File: src/rtl/rr_arb_pkg.sv
// Shared types and default sizing for the round-robin select arbiter.
package rr_arb_pkg;

    typedef enum logic [1:0] {
        IDLE  = 2'd0,
        GRANT = 2'd1,
        BUSY  = 2'd2
    } arb_state_t;

    localparam int DEF_N_REQ    = 4;
    localparam int DEF_MAX_HOLD = 16;

endpackage

File: src/rtl/rr_pick.sv
// Rotating-priority pick: requester at ptr wins first, then ptr+1, ... wrapping.
module rr_pick
    import rr_arb_pkg::*;
#(
    parameter int N_REQ = DEF_N_REQ,
    parameter int SEL_W = $clog2(N_REQ)
) (
    input  logic [N_REQ-1:0] req,
    input  logic [SEL_W-1:0] ptr,
    output logic [SEL_W-1:0] idx,
    output logic             any
);

    logic [N_REQ-1:0] rot;
    logic [SEL_W-1:0] off;

    // Rotate right by ptr so the highest-priority requester lands in bit 0.
    // Index arithmetic wraps naturally because N_REQ is a power of two.
    always_comb begin
        rot = '0;
        for (int i = 0; i < N_REQ; i++) begin
            rot[i] = req[SEL_W'(i) + ptr];
        end
    end

    // Lowest set bit of the rotated vector; scanning downward leaves the lowest.
    always_comb begin
        off = '0;
        for (int i = N_REQ - 1; i >= 0; i--) begin
            if (rot[i]) off = SEL_W'(i);
        end
    end

    assign idx = off + ptr;
    assign any = |req;

endmodule

File: src/rtl/rr_sel_arbiter.sv
// Round-robin arbiter presenting the winner index with a valid/ready handshake,
// holding the grant until done or a hold timeout, then advancing priority.
module rr_sel_arbiter
    import rr_arb_pkg::*;
#(
    parameter int N_REQ    = DEF_N_REQ,
    parameter int SEL_W    = $clog2(N_REQ),
    parameter int MAX_HOLD = DEF_MAX_HOLD
) (
    input  logic             clk_in,
    input  logic             rst_in,
    input  logic [N_REQ-1:0] req_in,
    input  logic             ready_in,
    input  logic             done_in,
    output logic [SEL_W-1:0] sel_out,
    output logic             sel_valid_out,
    output logic             busy_out,
    output logic             timeout_out
);

    localparam int               CNT_W    = (MAX_HOLD > 1) ? $clog2(MAX_HOLD) : 1;
    localparam logic [CNT_W-1:0] CNT_LAST = CNT_W'(MAX_HOLD - 1);

    arb_state_t       state, state_n;
    logic [SEL_W-1:0] ptr, ptr_n, sel_n;
    logic [CNT_W-1:0] cnt, cnt_n;
    logic             timeout_n;
    logic [SEL_W-1:0] pick_idx;
    logic             pick_any;

    rr_pick #(
        .N_REQ (N_REQ),
        .SEL_W (SEL_W)
    ) u_pick (
        .req (req_in),
        .ptr (ptr),
        .idx (pick_idx),
        .any (pick_any)
    );

    // Next-state, pointer, counter and pulse decisions.
    always_comb begin
        state_n   = state;
        ptr_n     = ptr;
        sel_n     = sel_out;
        cnt_n     = cnt;
        timeout_n = 1'b0;
        case (state)
            IDLE: begin
                if (pick_any) begin
                    sel_n   = pick_idx;
                    state_n = GRANT;
                end
            end
            GRANT: begin
                // A withdrawn request beats a same-cycle ready.
                if (!req_in[sel_out]) begin
                    state_n = IDLE;
                end else if (ready_in) begin
                    state_n = BUSY;
                    cnt_n   = '0;
                end
            end
            BUSY: begin
                if (done_in) begin
                    state_n = IDLE;
                    ptr_n   = sel_out + 1'b1;
                end else if (cnt == CNT_LAST) begin
                    state_n   = IDLE;
                    ptr_n     = sel_out + 1'b1;
                    timeout_n = 1'b1;
                end else begin
                    cnt_n = cnt + 1'b1;
                end
            end
            default: state_n = IDLE;
        endcase
    end

    // FSM state register.
    always_ff @(posedge clk_in) begin
        if (rst_in) state <= IDLE;
        else        state <= state_n;
    end

    // Datapath and registered outputs, derived from the next state so they
    // line up with the state they describe.
    always_ff @(posedge clk_in) begin
        if (rst_in) begin
            ptr           <= '0;
            sel_out       <= '0;
            cnt           <= '0;
            sel_valid_out <= 1'b0;
            busy_out      <= 1'b0;
            timeout_out   <= 1'b0;
        end else begin
            ptr           <= ptr_n;
            sel_out       <= sel_n;
            cnt           <= cnt_n;
            sel_valid_out <= (state_n == GRANT);
            busy_out      <= (state_n == BUSY);
            timeout_out   <= timeout_n;
        end
    end

endmodule

File: config.mk
export PLATFORM = sky130hd
export DESIGN_NAME = rr_sel_arbiter
export DESIGN_NICKNAME = d
export VERILOG_FILES = /design/src/rtl/rr_arb_pkg.sv /design/src/rtl/rr_pick.sv /design/src/rtl/rr_sel_arbiter.sv
export SDC_FILE = /design/constraint.sdc
export NUM_CORES = 1
export LEC_CHECK = 0
export ABC_CLOCK_PERIOD_IN_PS = 2200
export CORE_UTILIZATION = 46
export CTS_CLUSTER_DIAMETER = 30
export CTS_CLUSTER_SIZE = 20
export DETAILED_ROUTE_END_ITERATION = 10
export GPL_TIMING_DRIVEN = 0
export PLACE_DENSITY = 0.78
export SLEW_MARGIN = 5
export SYNTH_ARGS = -nofsm -noshare
export SYNTH_HDL_FRONTEND = slang
export SYNTH_HIERARCHICAL = 1
export SYNTH_SLANG_ARGS = --single-unit
File: constraint.sdc
create_clock -name clk_in -period 2.2 [get_ports clk_in]
set_input_delay 0.44 -clock clk_in [delete_from_list [all_inputs] [get_ports clk_in]]
set_output_delay 0.44 -clock clk_in [all_outputs]
set_load 0.02 [all_outputs]
Fig. 1: run 1, the metal 2 layer
The bar under the picture is 10 um long.
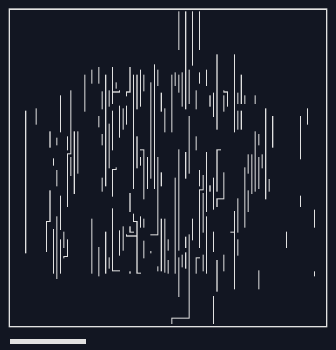
share of all routed wire: 45%
nets with wire on the layer: 89
main direction: vertical
via count: 658
GR Layer Usage met2: 26.25%
aggregate routed wire length: 1427 um

Fig. 2: run 1, clock wires, drivers and flops
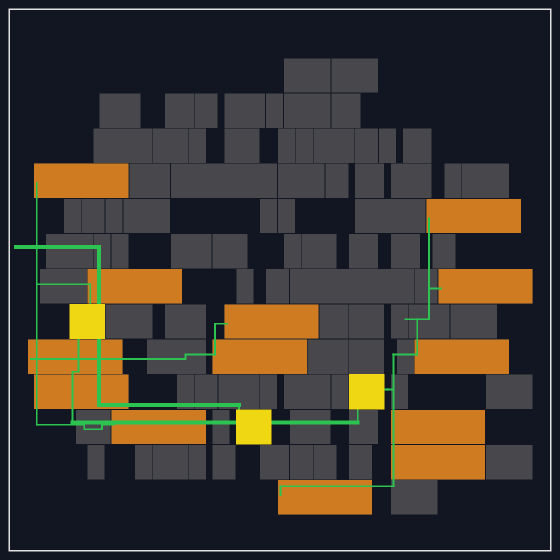
legend:
  orange:
    item: flip-flops
    count: 13
  yellow:
    item: cells driving clock nets
    count: 3
  green:
    item: clock wires
    length: 153 um
routed clock nets: 4

Fig. 3: run 1, cells coloured by class
The bar under the picture is 10 um long. Fill, decap, tap and diode cells in grey.
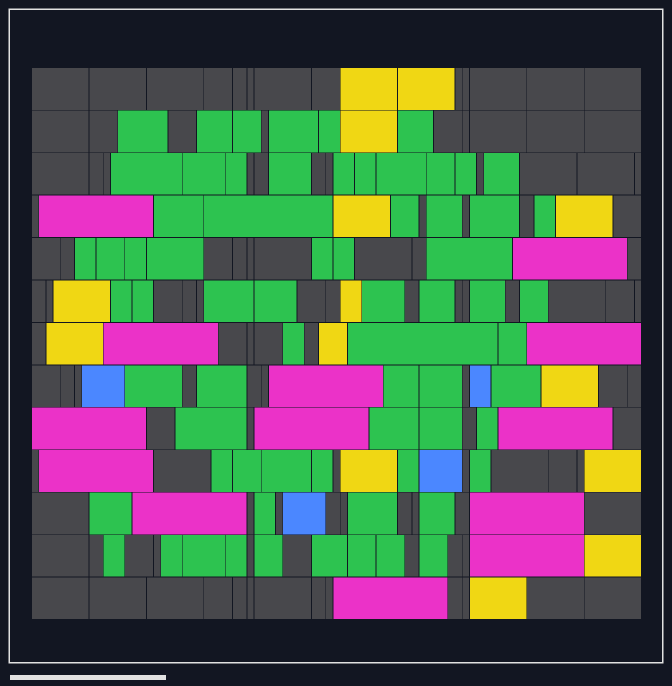
legend:
  yellow:
    class: other buffers and delay cells
    cells: 14
    share_of_their_area: 15%
  blue:
    class: clock drivers and dummy loads
    cells: 4
    share_of_their_area: 3.0%
  green:
    class: all other logic
    cells: 68
    share_of_their_area: 53%
  magenta:
    class: flip-flops
    cells: 13
    share_of_their_area: 30%
flop share of the area: 29.13%
Core ar.: 0.001383 sq mm

==> reports/qor_table.md, run 1 <==
| Item | This run | Unit |
| --- | --- | --- |
| Clock Sink Count | 13 | - |
| Overall power of the completed layout | 495.1 | uW |
| Worst skew pair latency | 0.27 | ns |
| Port buffer count | 12 | - |
| Sum of negative setup slack | 0 | ns |
| Logic depth of the worst setup path including buffers | 10 | - |
| Detailed-route vias per instance | 5.772 | - |
| Worst vdd rail ir drop | 494.4 | uV |
| Layout cells sized above 1 | 9.091 | % |
| Largest type area fraction | 35.74 | % |
| Startpoint type of the worst setup path | input port | - |
| CP max-delay cell | clkdlybuf4s50_1 | - |
| Layout Cell Area excl Fill | 893.4 | sq um |
| Hold path start | cnt[3]$_SDFFE_PP0P_ | - |
| Number of hold buffers added after cts | 0 | - |
| Kind of cell adding the most delay to the critical path | buffers and inverters | - |
| Number of synthesized register bits | 13 | - |
| Area overhead of the layout relative to synthesis | 22.68 | % |
| Unique masters post-synth | 34 | - |
| Max Clock Skew | 0.001052 | ns |
| Status | complete, no violations | - |
| Register clock-pin slew on the reported worst setup and hold paths | 0.07 | ns |
| Setup slack after layout | 0.1321 | ns |
| Areal power density over the cells | 554.1 | mW/mm^2 |
| Total nets after synthesis | 93 | - |
| Sink of the worst hold path | timeout_out$_SDFF_PP0_ | - |
| Cell Count Post-Placement | 110 | - |
| Arrival time reported for the critical path endpoint | 2.22 | ns |
[run 1: cell families (layout without fill, tap and decap cells)]
family	Yosys count	in the layout	share of synthesized area, %
DFF	13	13	35.74
and+or+nand+nor	35	35	24.23
muxes	4	4	7.903
xor gates and xnor gates	3	3	3.609
AOI/OAI and AO/OA	20	20	21.82
buffers and inverters	6	22	3.263
adders and majority gates	2	2	3.436
[run 1: layout make-up]
cell class / instances / area share [%]
inverter: 4 / 1.681
multi-input combinational: 64 / 49.72
sequential: 13 / 29.13
tap: 15 / 2.101
clock buffer: 4 / 2.941
buffer: 2 / 0.9804
timing repair buffer: 12 / 13.45
[run 1: layer usage]
metal  vias up  GRT usage, %  routed length (um)
met5         -             0                   0
met4         0         5.806                  12
met3         2         6.957                  92
met2        19         26.25                 639
met1       305         22.81                 683
li1        332             -                   -
--- run 2 (diff from run 1) ---
--- a/config.mk
+++ b/config.mk
@@ -6,12 +6,12 @@
 export NUM_CORES = 1
 export LEC_CHECK = 0
 export ABC_CLOCK_PERIOD_IN_PS = 2200
-export CORE_UTILIZATION = 46
+export CORE_UTILIZATION = 49
 export CTS_CLUSTER_DIAMETER = 30
 export CTS_CLUSTER_SIZE = 20
 export DETAILED_ROUTE_END_ITERATION = 10
 export GPL_TIMING_DRIVEN = 0
-export PLACE_DENSITY = 0.78
+export PLACE_DENSITY = 0.82
 export SLEW_MARGIN = 5
 export SYNTH_ARGS = -nofsm -noshare
 export SYNTH_HDL_FRONTEND = slang
Fig. 4: run 2, cells coloured by class
The bar under the picture is 10 um long. Fill, decap, tap and diode cells in grey.
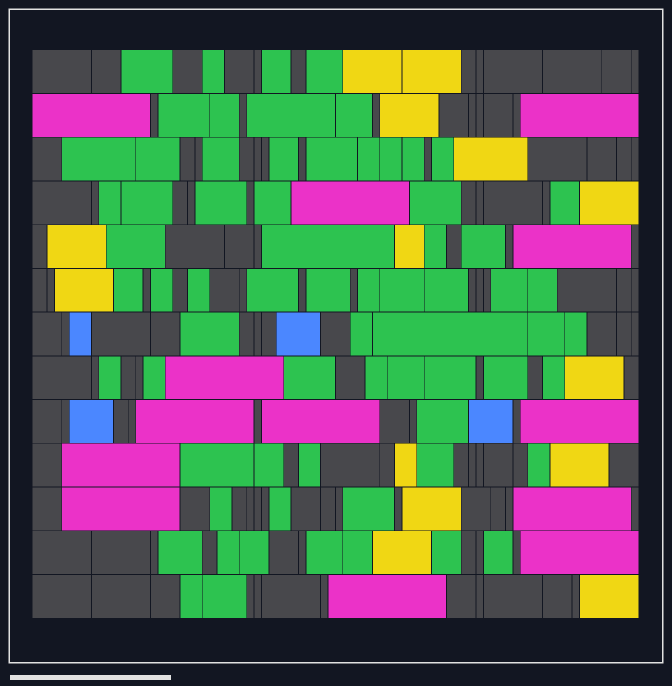
legend:
  green:
    class: all other logic
    cells: 68
    share_of_their_area: 52%
  yellow:
    class: other buffers and delay cells
    cells: 14
    share_of_their_area: 15%
  blue:
    class: clock drivers and dummy loads
    cells: 4
    share_of_their_area: 3.0%
  magenta:
    class: flip-flops
    cells: 13
    share_of_their_area: 30%
Core ar.: 0.001334 sq mm
num rows: 13

==> run 2 against run 1 <==
- setup slack better by 0.017 ns
- global-route usage up 3.4 points
- clock skew up 0.0031 ns
- final cell count unchanged
- utilization up 2.6 points
- highest routed layer is now met3
==> reports/qor_table.md, run 2 <==
| Item | This run | Unit | vs previous |
| --- | --- | --- | --- |
| Largest type area fraction | 35.74 | % | unchanged |
| Kind of cell adding the most delay to the critical path | buffers and inverters | - |  |
| Area overhead of the layout relative to synthesis | 23.02 | % |  |
| Max Clock Skew | 0.004156 | ns | +0.003104 ns |
| Number of hold buffers added after cts | 0 | - | unchanged |
| Simple-gate share of the synthesized area | 24.23 | % | unchanged |
| Hold path start | cnt[3]$_SDFFE_PP0P_ | - |  |
| AND-OR/OR-AND Cells, Area Fraction | 21.82 | % | unchanged |
| Status | complete, no violations | - |  |
| Areal power density over the cells | 553.8 | mW/mm^2 | about the same |
| Worst skew pair latency | 0.27 | ns | about the same |
| Met1 demand-to-capacity share in global routing | 27.52 | % | +4.7 points |
| Total nets after synthesis | 93 | - | unchanged |
| Via count | 639 | - | -2.9% |
| Detailed-routed wire length on met2 | 643 | um | +0.63% |
| Aggregate routed wire length | 1413 | um | -0.98% |
| Detailed-route vias per instance | 5.605 | - | -2.9% |
| Port buffer count | 12 | - | unchanged |
| Met3 Resource Use GR | 10.00 | % | +3.0 points |
| Sum of met3 wire segment lengths after detailed routing | 58 | um | -37% |
| Wire length the detailed router placed on met1 | 711 | um | +4.1% |
| Sink of the worst hold path | timeout_out$_SDFF_PP0_ | - |  |
| Worst vdd rail ir drop | 508.7 | uV | +2.9% |
| Layout cells sized above 1 | 9.091 | % | unchanged |
| CP max-delay cell | clkdlybuf4s50_1 | - |  |
| Arrival time reported for the critical path endpoint | 2.20 | ns | -0.02 ns |
| Biggest combinational cell group after synthesis | simple AND/OR/NAND/NOR gates | - |  |
Fig. 5: run 2, the metal 2 layer
The bar under the picture is 10 um long.
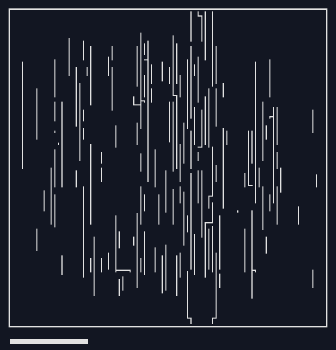
longest straight run: 18.0 um
nets with wire on the layer: 91
main direction: vertical
share of all routed wire: 46%

-- run 2: cell counts after synthesis --
No cell type changed its count.
-- run 2: stage by stage --
step           power, mW  setup WS, ns  area (sq um)  cells
6_report          0.4961        0.1495         895.9    114
5_1_grt           0.5250       0.02021         895.9    114
4_1_cts           0.5042       0.09853         893.4    114
3_5_place_dp      0.3581       -0.1790         867.1    110
3_3_place_gp      0.3567       -0.1328         867.1    110
2_1_floorplan     0.3188        0.5776         728.2     83
-- run 2: final cells by class --
type	instances	area share, %
Clock buffer	4	2.933
Multi-Input combinational cell	64	49.58
Timing Repair Buffer	12	13.69
Tap cell	15	2.095
Sequential cell	13	29.05
Buffer	2	0.9777
Inverter	4	1.676
-- run 2: timing repair --
item,in CTS,in global routing
resized,0,1
endpoints found under the setup margin,0,1
endpoints found under the hold margin,0,0
--- run 3 (diff from run 2) ---
--- a/config.mk
+++ b/config.mk
@@ -5,13 +5,13 @@
 export SDC_FILE = /design/constraint.sdc
 export NUM_CORES = 1
 export LEC_CHECK = 0
-export ABC_CLOCK_PERIOD_IN_PS = 2200
-export CORE_UTILIZATION = 49
+export ABC_CLOCK_PERIOD_IN_PS = 2400
+export CORE_UTILIZATION = 53
 export CTS_CLUSTER_DIAMETER = 30
 export CTS_CLUSTER_SIZE = 20
 export DETAILED_ROUTE_END_ITERATION = 10
 export GPL_TIMING_DRIVEN = 0
-export PLACE_DENSITY = 0.82
+export PLACE_DENSITY = 0.87
 export SLEW_MARGIN = 5
 export SYNTH_ARGS = -nofsm -noshare
 export SYNTH_HDL_FRONTEND = slang
==> constraint.sdc (replaced) <==
create_clock -name clk_in -period 2.4 [get_ports clk_in]
set_input_delay 0.48 -clock clk_in [delete_from_list [all_inputs] [get_ports clk_in]]
set_output_delay 0.48 -clock clk_in [all_outputs]
set_load 0.02 [all_outputs]
Fig. 6: run 3, cells coloured by class
The bar under the picture is 10 um long. Fill, decap, tap and diode cells in grey.
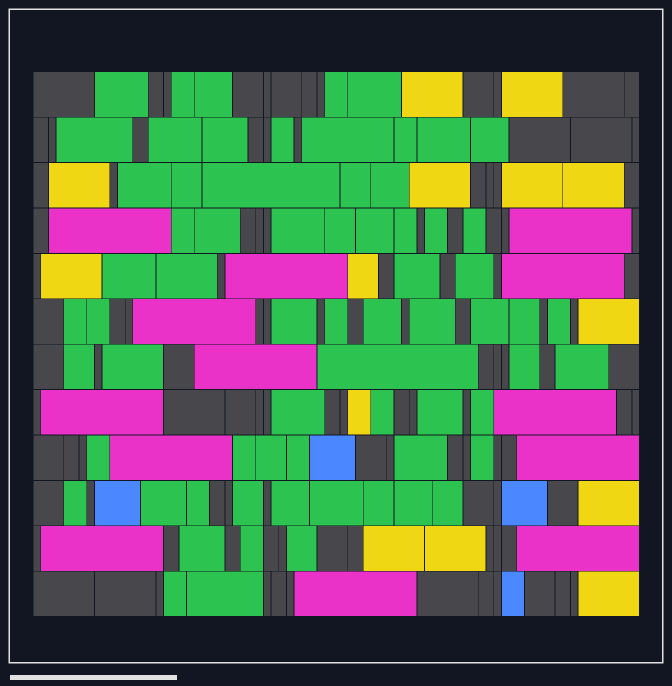
legend:
  yellow:
    class: other buffers and delay cells
    cells: 14
    share_of_their_area: 15%
  magenta:
    class: flip-flops
    cells: 13
    share_of_their_area: 30%
  green:
    class: all other logic
    cells: 68
    share_of_their_area: 53%
  blue:
    class: clock drivers and dummy loads
    cells: 4
    share_of_their_area: 3.0%
flop share of the area: 29.17%
Layout Cell Area excl Fill: 892.1 sq um
num rows: 12
final core utilization: 75.21%

Fig. 7: run 3, PDN straps and rails
Pins as bars on the die edge. Tap cells in grey.
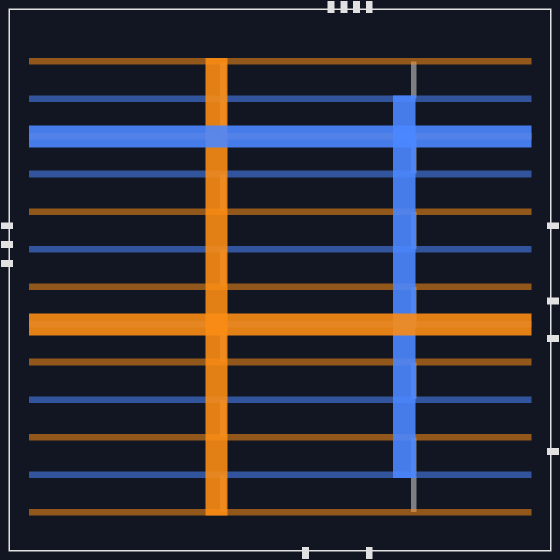
legend:
  blue:
    net: VDD
  orange:
    net: VSS
met4 straps: 2
met5 straps: 2
rows: 12
met1 rails: 13
signal pins: 13
DIE WIDTH: 39.07 um
Core ar.: 0.001186 sq mm
worst vdd rail ir drop: 481.2 uV
y dimension of the die: 39.07 um

==> run 3 against run 2 <==
- setup slack improved by 0.10 ns
- via count decreased by 0.47%
- combinational power decreased by 7.5%
- sequential power decreased by 8.3%
- critical path depth unchanged
- critical path type unchanged
==> reports/qor_table.md, run 3 <==
| Item | This run | Unit | vs previous |
| --- | --- | --- | --- |
| Final std cells w/o fill | 113 | - | -0.88% |
| Critical-path cell list | clkdlybuf4s50_1 > nor2_1 > a2bb2oi_1 > o211ai_1 > o21a_1 > ha_1 > xnor2_1 > xnor2_1 > mux2i_1 > nor2_1 | - |  |
| Highest clock rate | 465.6 | MHz |  |
| Average instance area after synthesis | 8.773 | sq um |  |
| Cell depth of the worst hold path | 2 | - |  |
| Critical path origin | req_in[0] | - |  |
| Simple-gate share of the synthesized area | 24.23 | % | unchanged |
| Relative contribution of the clock network to total power | 28.5 | % |  |
| Area overhead of the layout relative to synthesis | 22.51 | % |  |
| Kind of cell adding the most delay to the critical path | buffers and inverters | - |  |
| Post-CTS resize count | 0 | - | unchanged |
| Top power consumer group | sequential cells | - |  |
| Areal power density over the cells | 507.8 | mW/mm^2 | -8.3% |
| Hold path start | cnt[1]$_SDFFE_PP0P_ | - |  |
| Count of library flops with an enable pin | 0 | - |  |
| Arrival time reported for the critical path endpoint | 2.30 | ns | +0.10 ns |
| Number of hold buffers added after cts | 0 | - | unchanged |
| Leakage power summed over all cells | 0.3218 | nW |  |
| Via count | 636 | - | -0.47% |
| Setup slack after layout | 0.2523 | ns | +0.1029 ns |
| Tool warnings | 26 | - |  |
| Worst Hold Margin | 0.4872 | ns |  |
| Die area | 0.001526 | sq mm |  |
| AND-OR/OR-AND Cells, Area Fraction | 21.82 | % | unchanged |
| Layout cells sized above 1 | 9.091 | % | unchanged |
| Class of the tightest hold or removal check | reg2reg | - |  |
| Core Util at FP | 61.39 | % |  |
| Placed cell area | 865.8 | sq um | -0.14% |
| Overall power of the completed layout | 453.0 | uW | -8.7% |
| Biggest combinational cell group after synthesis | simple AND/OR/NAND/NOR gates | - |  |
| Detailed-route vias per instance | 5.628 | - | +0.41% |
| Setup Slack @ Placement | -0.002301 | ns | +0.1767 ns |
| Total nets after synthesis | 93 | - | unchanged |
| Nature of the critical path endpoint | register | - |  |
| Period minus WS final | 2.148 | ns |  |
| Reg-to-reg startpoint | ptr[1]$_SDFFE_PP0P_ | - |  |
| Worst skew pair latency | 0.27 | ns | about the same |
| Status | complete, no violations | - |  |
| Sink of the worst hold path | cnt[1]$_SDFFE_PP0P_ | - |  |
| Aggregate routed wire length | 1334 | um | -5.6% |
| Max Clock Skew | 0.001405 | ns | -0.002751 ns |
| Cell Count Post-Placement | 109 | - | -0.91% |
| Most used standard cells in the synthesized netlist | 13 x dfxtp_1, 11 x nor2_1, 7 x nand2_1, 5 x nor2b_1 | - |  |
| Antenna Violating Nets Remaining | 0 | - |  |
| Port buffer count | 12 | - | unchanged |
| CP max-delay cell | clkdlybuf4s50_1 | - |  |
| Largest type area fraction | 35.74 | % | unchanged |
[run 3: netlist changes by cell type in the layout (fill, tap and decap cells not counted)]
cell	previous run	this run
clkdlybuf4s50_1	11	12
dlymetal6s2s_1	1	0
[run 3: layout make-up]
class                      instances  area [sq um]
buffer                             2         8.758
timing repair buffer              12         120.1
tap                               14         17.52
clock buffer                       4         26.28
fill                              98         294.0
sequential                        13         260.3
inverter                           4         15.01
multi-input combinational         64         444.2
[run 3: layer usage]
layer / track usage [%] / share of wire (%) / up-vias / routed length (um)
li1: - / - / 334 / -
met1: 27.72 / 50 / 285 / 664
met2: 32.92 / 44 / 15 / 584
met3: 10.40 / 5.6 / 2 / 75
met4: 5.172 / 0.67 / 0 / 9
met5: 0 / 0 / - / 0
Power and IR drop assume default switching activity.
